===== src/rtl/sprite_motion_ctrl.sv =====
// Frame-synchronous sprite position scheduler: steps pos_x/pos_y every step_div+1 frames
// with edge bounce, and applies handshaked config only at frame boundaries. Define SPRITE_WRAP_EN for wrap-around motion.
module sprite_motion_ctrl #(
    parameter int X_MAX = 500,
    parameter int Y_MAX = 440,
    parameter int XW    = 10,
    parameter int YW    = 10
) (
    input  logic          pclk,
    input  logic          rst_n,
    input  logic          frame_start,
    input  logic          enable,
    input  logic [7:0]    step_div,
    input  logic          cfg_valid,
    output logic          cfg_ready,
    input  logic [XW-1:0] cfg_x,
    input  logic [YW-1:0] cfg_y,
    input  logic [3:0]    cfg_speed,
    output logic [XW-1:0] pos_x,
    output logic [YW-1:0] pos_y,
    output logic          dir_x,
    output logic          dir_y,
    output logic          pos_upd,
    output logic          cfg_pending
);

    typedef enum logic {S_IDLE, S_RUN} state_t;

    localparam logic [XW:0] X_LIM = (XW+1)'(X_MAX);
    localparam logic [YW:0] Y_LIM = (YW+1)'(Y_MAX);

    state_t state, state_nxt;

    logic [3:0]    speed;
    logic [7:0]    fcnt;
    logic [XW-1:0] sh_x;
    logic [YW-1:0] sh_y;
    logic [3:0]    sh_speed;

    logic [XW:0]   sum_x, spd_x;
    logic [YW:0]   sum_y, spd_y;
    logic [XW-1:0] x_step, x_cfg;
    logic [YW-1:0] y_step, y_cfg;
    logic          dx_step, dy_step;
    logic          accept;

    // Ready simply mirrors the single-entry shadow being empty.
    assign cfg_ready = ~cfg_pending;
    assign accept    = cfg_valid & cfg_ready;

    always_ff @(posedge pclk or negedge rst_n) begin
        if (!rst_n) state <= S_IDLE;
        else        state <= state_nxt;
    end

    always_comb begin
        state_nxt = state;
        if (enable) state_nxt = S_RUN;
        else        state_nxt = S_IDLE;
    end

    // Next-step position per axis, computed one bit wider so pos+speed cannot overflow.
    always_comb begin
        spd_x   = (XW+1)'(speed);
        spd_y   = (YW+1)'(speed);
        sum_x   = {1'b0, pos_x} + spd_x;
        sum_y   = {1'b0, pos_y} + spd_y;
        x_step  = pos_x;
        y_step  = pos_y;
        dx_step = dir_x;
        dy_step = dir_y;
`ifdef SPRITE_WRAP_EN
        dx_step = 1'b0;
        dy_step = 1'b0;
        if (sum_x > X_LIM) x_step = XW'(sum_x - X_LIM - 1'b1);
        else               x_step = sum_x[XW-1:0];
        if (sum_y > Y_LIM) y_step = YW'(sum_y - Y_LIM - 1'b1);
        else               y_step = sum_y[YW-1:0];
`else
        if (speed != 4'd0) begin
            if (!dir_x) begin
                if (sum_x >= X_LIM) begin
                    x_step  = X_LIM[XW-1:0];
                    dx_step = 1'b1;
                end else begin
                    x_step = sum_x[XW-1:0];
                end
            end else if ({1'b0, pos_x} <= spd_x) begin
                x_step  = '0;
                dx_step = 1'b0;
            end else begin
                x_step = pos_x - spd_x[XW-1:0];
            end

            if (!dir_y) begin
                if (sum_y >= Y_LIM) begin
                    y_step  = Y_LIM[YW-1:0];
                    dy_step = 1'b1;
                end else begin
                    y_step = sum_y[YW-1:0];
                end
            end else if ({1'b0, pos_y} <= spd_y) begin
                y_step  = '0;
                dy_step = 1'b0;
            end else begin
                y_step = pos_y - spd_y[YW-1:0];
            end
        end
`endif
    end

    always_comb begin
        x_cfg = sh_x;
        y_cfg = sh_y;
        if ({1'b0, sh_x} > X_LIM) x_cfg = X_LIM[XW-1:0];
        if ({1'b0, sh_y} > Y_LIM) y_cfg = Y_LIM[YW-1:0];
    end

    always_ff @(posedge pclk or negedge rst_n) begin
        if (!rst_n) begin
            pos_x       <= '0;
            pos_y       <= '0;
            dir_x       <= 1'b0;
            dir_y       <= 1'b0;
            speed       <= 4'd1;
            fcnt        <= 8'd0;
            pos_upd     <= 1'b0;
            cfg_pending <= 1'b0;
            sh_x        <= '0;
            sh_y        <= '0;
            sh_speed    <= 4'd0;
        end else begin
            pos_upd <= 1'b0;
            if (accept) begin
                sh_x     <= cfg_x;
                sh_y     <= cfg_y;
                sh_speed <= cfg_speed;
            end
            // A pending config owns the frame boundary; no motion step that frame.
            if (frame_start && cfg_pending) begin
                pos_x       <= x_cfg;
                pos_y       <= y_cfg;
                speed       <= sh_speed;
                dir_x       <= 1'b0;
                dir_y       <= 1'b0;
                fcnt        <= 8'd0;
                pos_upd     <= 1'b1;
                cfg_pending <= 1'b0;
            end else begin
                if (accept) cfg_pending <= 1'b1;
                if (frame_start && state == S_RUN) begin
                    if (fcnt >= step_div) begin
                        fcnt    <= 8'd0;
                        pos_x   <= x_step;
                        pos_y   <= y_step;
                        dir_x   <= dx_step;
                        dir_y   <= dy_step;
                        pos_upd <= 1'b1;
                    end else begin
                        fcnt <= fcnt + 8'd1;
                    end
                end
            end
        end
    end

endmodule


===== config.mk =====
export PLATFORM = sky130hd
export DESIGN_NAME = sprite_motion_ctrl
export DESIGN_NICKNAME = d
export VERILOG_FILES = /design/src/rtl/sprite_motion_ctrl.sv
export SDC_FILE = /design/constraint.sdc
export NUM_CORES = 1
export LEC_CHECK = 0
export CAP_MARGIN = 20
export CORE_MARGIN = 5
export CORE_UTILIZATION = 35
export DETAILED_ROUTE_END_ITERATION = 10
export PLACE_DENSITY_LB_ADDON = 0.3
export SLEW_MARGIN = 20
export SYNTH_ARGS = -nofsm -noshare
export SYNTH_HDL_FRONTEND = slang
export SYNTH_SLANG_ARGS = --single-unit

===== constraint.sdc =====
create_clock -name pclk -period 3.8 [get_ports pclk]
set_input_delay 0.57 -clock pclk [delete_from_list [all_inputs] [get_ports pclk]]
set_output_delay 0.57 -clock pclk [all_outputs]
set_load 0.005 [all_outputs]

### The clock network, run 1

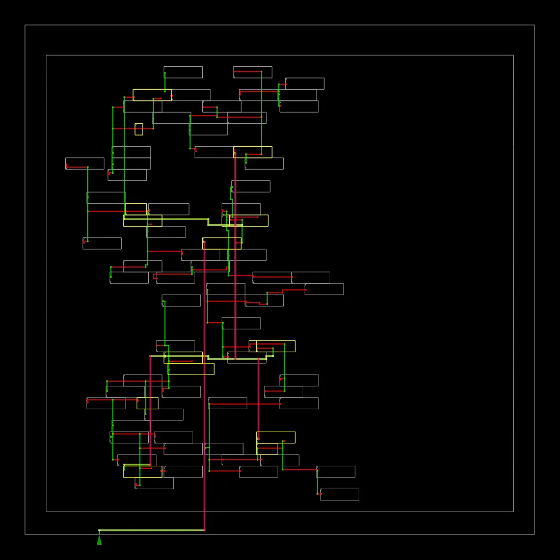
P_clk: 833 uW
clkbuf count: 12
total CTS buffers: 9
worst-skew pair later-pin latency: 0.33 ns

### Met2 routing, run 1

The bar under the picture is 20 um long.
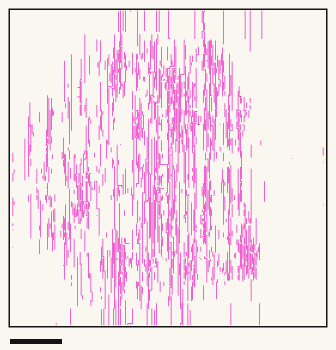
510 nets have wire on it. The layer holds 48% of the routed length. The layer carries 5740 um of wire. The wires run mostly vertical.

### Metal layers overlaid, run 1

The bar under the picture is 20 um long. Two of the layers only.
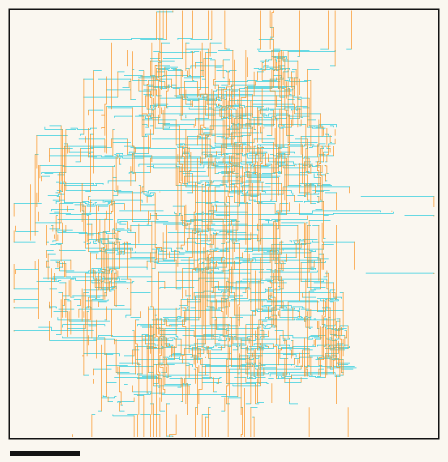
Key: cyan = metal 1 [wire length 5400 um]; orange = metal 2 [wire length 5740 um]
Vias: 3925
Tot GR Track Use: 0.167
Post-Route WL: 11900 um
DR WL/cell: 16.9 um

### Met3 routing, run 1

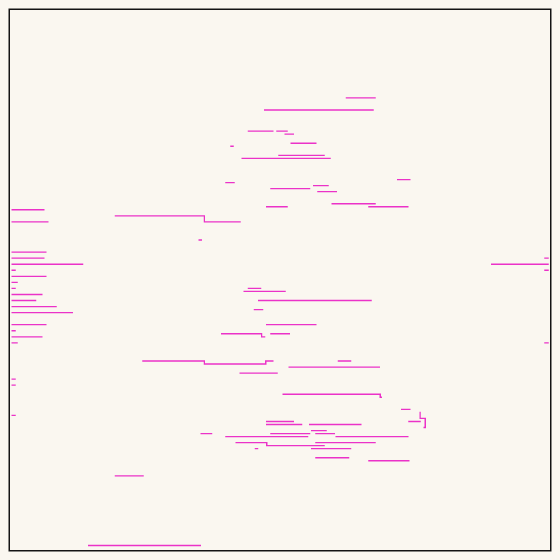
The wires run mostly horizontal. The longest straight run is 25.3 um.
M3 GR Usage: 0.0359

==> deck_impl_summary.md, run 1 <==
Implementation Results

Timing
  • Fin crit share: 0.824
  • Min Hold Slack: 0.241 ns
  • Clock skew: 0.00703 ns
  • Worst setup margin: 0.669 ns
  • Slew HR: 0.453
  • RSZ-0062 raised after global routing: no
  • Final min period: 3.13 ns

Yosys
  • Top FF cell, synth: dfrtp_1
  • Syn Area/Cell: 9.03 um2
  • Post-Synth AOI/OAI Area: 0.215
  • Most numerous cell in the Yosys netlist: dfrtp_1
  • Post-synth top cells: dfrtp_1, nand2_1, o21ai_0
  • Top cells, area: dfrtp_1, ha_1, mux2_2

Finish
  • Comb_multi_in: 369
  • # fillers: 1213
  • Non-clk buf share: 0.120
  • Antenna cells: 0
  • Layout area overhead: 24.4%
  • Comb. cell area: 0.00262 mm2
  • FF+latch area: 0.00153 mm2
  • Top cell class by occupied area: combinational gates
  • Design Area, Final: 0.00541 mm2
  • Top Layout Cells: dfrtp_1, clkdlybuf4s50_1, nand2_1
  • Signal inverters: 23
  • Clock network area share: 0.0576
  • Non-Clock Buffer Count: 67
  • Flop count: 61

Setup path
  • WP depth: 10
  • Cell family with most CP delay: AND-OR/OR-AND gates
  • Critical path launch point type: flop
  • Origin of the critical flop-to-flop path: speed[0]
  • FF-to-FF setup slack: 0.67 ns
  • Crit path buf inv count: 1
  • Setup crit end: pos_x[2]
  • Crit path largest cell delay: 0.62 ns
  • Worst Setup Path Type: flop to flop
  • Worst-path fanout max: 6

Power and ir drop
  • Pwr top: combinational logic
  • Clock power share: 0.204
  • PD cells: 756 mW/mm2
  • Sw frac: 0.418
  • Combinational Power Share: 0.498
  • Lkg Pwr: 2.25 nW
  • Psw: 1.71 mW

Run
  • Log Warnings: 34
  • Max-cap viol count: 0

Clock network
  • Post-cts sizing count: 0
  • Deepest clock path buffer count: 2
  • Sink Count: 61
  • Clock tree root driver cell: clkbuf_16

Global route
  • First-pass GRT wire length: 19900 um
  • Grt met2 use: 0.267
  • Met1 Use GR: 0.223
  • GRT overflow: 0
  • Initial antenna violation count: 0

Floorplanning
  • Die Ht: 121 um
  • Num tapcells: 168

Status
  • Status: finished, final reports clean

Route
  • Wire length on met2: 5740 um

Place
  • DP Area: 0.00509 mm2
  • Number of port buffers: 61

Worst hold path
  • Hold WC Path Type: primary input to asynchronous set/reset pin
==> run 1: worst reg2reg max path, cell delays in order, from the launching register on <==
cell and delay, ns:
dfstp_2 0.62, ha_1 0.17, inv_1 0.06, fa_1 0.41, a21o_1 0.20, a211oi_2 0.46
o21ai_1 0.19, and2_1 0.27, a221o_1 0.32, a21oi_1 0.20, a31oi_1 0.11
==> run 1: logic make-up (layout without fill, tap and decap cells) <==
logic type      Yosys count  in the layout
compound gates          140            140
xor+xnor                 16             16
fa+ha+maj                29             29
buf+inv                  51            106
flops                    61             61
mux                      29             29
simple gates            155            155
==> run 1: state kept, by name (all words and copies together), names as in the netlist <==
register,flops
pos_x,10
pos_y,10
sh_x,10
sh_y,10
fcnt,8
sh_speed,4
speed,4
cfg_pending,1
dir_x,1
dir_y,1
pos_upd,1
state,1
==> run 2: changes to the inputs <==
==> constraint.sdc (replaced) <==
create_clock -name pclk -period 3 [get_ports pclk]
set_input_delay 0.45 -clock pclk [delete_from_list [all_inputs] [get_ports pclk]]
set_output_delay 0.45 -clock pclk [all_outputs]
set_load 0.005 [all_outputs]
### Floorplan with the power grid, run 2

The bar under the picture is 20 um long. Pins as bars on the die edge.
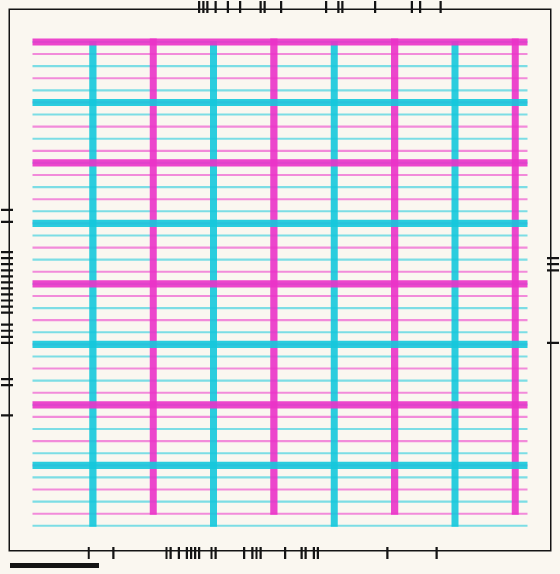
Key: cyan = VSS; magenta = VDD
8 straps on met4. The core has 40 rows. 41 met1 rails follow the rows.

### Met2 routing, run 2

The bar under the picture is 20 um long.
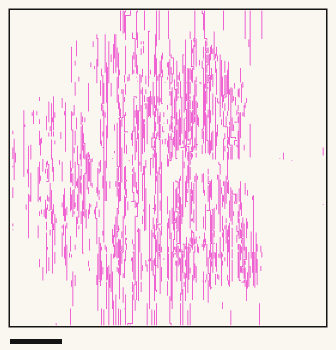
The layer carries 5840 um of wire. 513 nets have wire on it. The wires run mostly vertical. The longest straight run is 50.7 um. The layer holds 48% of the routed length.

==> deck_impl_summary.md, run 2 <==
Implementation Results

Status
  • Status: finished, final reports clean

Clock network
  • Post-cts sizing count: 1
  • Total CTS buffers: 9
  • Sink Count: 61
  • Deepest clock path buffer count: 2
  • Clock tree root driver cell: clkbuf_16
  • Worst-skew pair later-pin latency: 0.33 ns
  • H-tree depth: 3

Yosys
  • Syn Area/Cell: 9.03 um2
  • Top cells, area: dfrtp_1, ha_1, mux2_2
  • Most numerous cell in the Yosys netlist: dfrtp_1
  • Post-Synth AOI/OAI Area: 0.215
  • Top FF cell, synth: dfrtp_1
  • Distinct cells, synth: 69
  • Post-synth top cells: dfrtp_1, nand2_1, o21ai_0

Setup path
  • Critical path launch point type: flop
  • Worst-path fanout max: 7
  • Worst Setup Path Type: flop to flop
  • Crit path largest cell delay: 0.50 ns
  • Cell family with most CP delay: simple AND/OR/NAND/NOR gates
  • WP depth: 9
  • Crit path buf inv count: 1
  • Origin of the critical flop-to-flop path: speed[1]
  • FF-to-FF setup slack: 0.16 ns
  • Setup crit end: pos_x[0]

Timing
  • Min Hold Slack: 0.233 ns
  • Clock skew: 0.00667 ns
  • Fin crit share: 0.947
  • Achievable Freq: 352 MHz
  • RSZ-0062 raised after global routing: no
  • Worst setup margin: 0.160 ns
  • Slew HR: 0.413
  • Final min period: 2.84 ns

Power and ir drop
  • Clock power share: 0.209
  • Lkg Pwr: 2.30 nW
  • Psw: 2.22 mW
  • Pwr top: combinational logic
  • Combinational Power Share: 0.508
  • Sw frac: 0.414
  • P_clk: 1.12 mW
  • PD cells: 970 mW/mm2

Floorplanning
  • Core ar.: 0.0121 mm2
  • # IOs: 62
  • Die Ht: 121 um
  • Num tapcells: 168
  • Site Rows: 40
  • Die width: 121 um

Route
  • Vias: 3937
  • Post-Route WL: 12200 um
  • Metal3 WL: 545 um
  • DR WL/cell: 17.2 um
  • Wire length on met2: 5840 um

Global route
  • Initial antenna violation count: 0
  • Met1 Use GR: 0.228
  • Grt met2 use: 0.274
  • Tot GR Track Use: 0.170
  • M3 GR Usage: 0.0308
  • GRT overflow: 0

Finish
  • Clock network area share: 0.0592
  • Clkbuf count: 13
  • Layout area overhead: 27.5%
  • Top Layout Cells: clkdlybuf4s50_1, dfrtp_1, nand2_1
  • Top cell class by occupied area: combinational gates
  • # fillers: 1190
  • FF+latch area: 0.00153 mm2
  • Non-Clock Buffer Count: 76
  • Flop count: 61
  • Non-clk buf share: 0.130
  • Ratio of cells with drive above 1 in the final layout: 0.139
  • Signal inverters: 23
  • Comb. cell area: 0.00267 mm2
  • Design Area, Final: 0.00554 mm2
  • Antenna cells: 0
  • Comb_multi_in: 369

Place
  • Number of port buffers: 61

Run
  • Max-cap viol count: 0
  • Log Warnings: 34

Worst hold path
  • Hold WC Path Type: primary input to asynchronous set/reset pin
-- run 2: worst min-delay path by stage --
stage | end | slack [ns] | cells past startpoint
2_1_floorplan | cfg_pending | 0.15 | 0
3_5_place_dp | speed[0] | 0.45 | 2
5_1_grt | fcnt[7] | 0.33 | 1
4_1_cts | fcnt[6] | 0.28 | 1
3_3_place_gp | speed[0] | 0.45 | 2
6_report | fcnt[6] | 0.23 | 1
-- run 2: metrics by stage --
| stage | std cells | power (mW) |
|---|---|---|
| after floorplan | 481 | 3.22 |
| after global placement | 696 | 4.11 |
| after detailed placement | 696 | 4.15 |
| after CTS | 713 | 5.31 |
| after global routing | 713 | 5.77 |
| final | 713 | 5.37 |
No activity file was given, so power comes from the tool's default toggle rates.
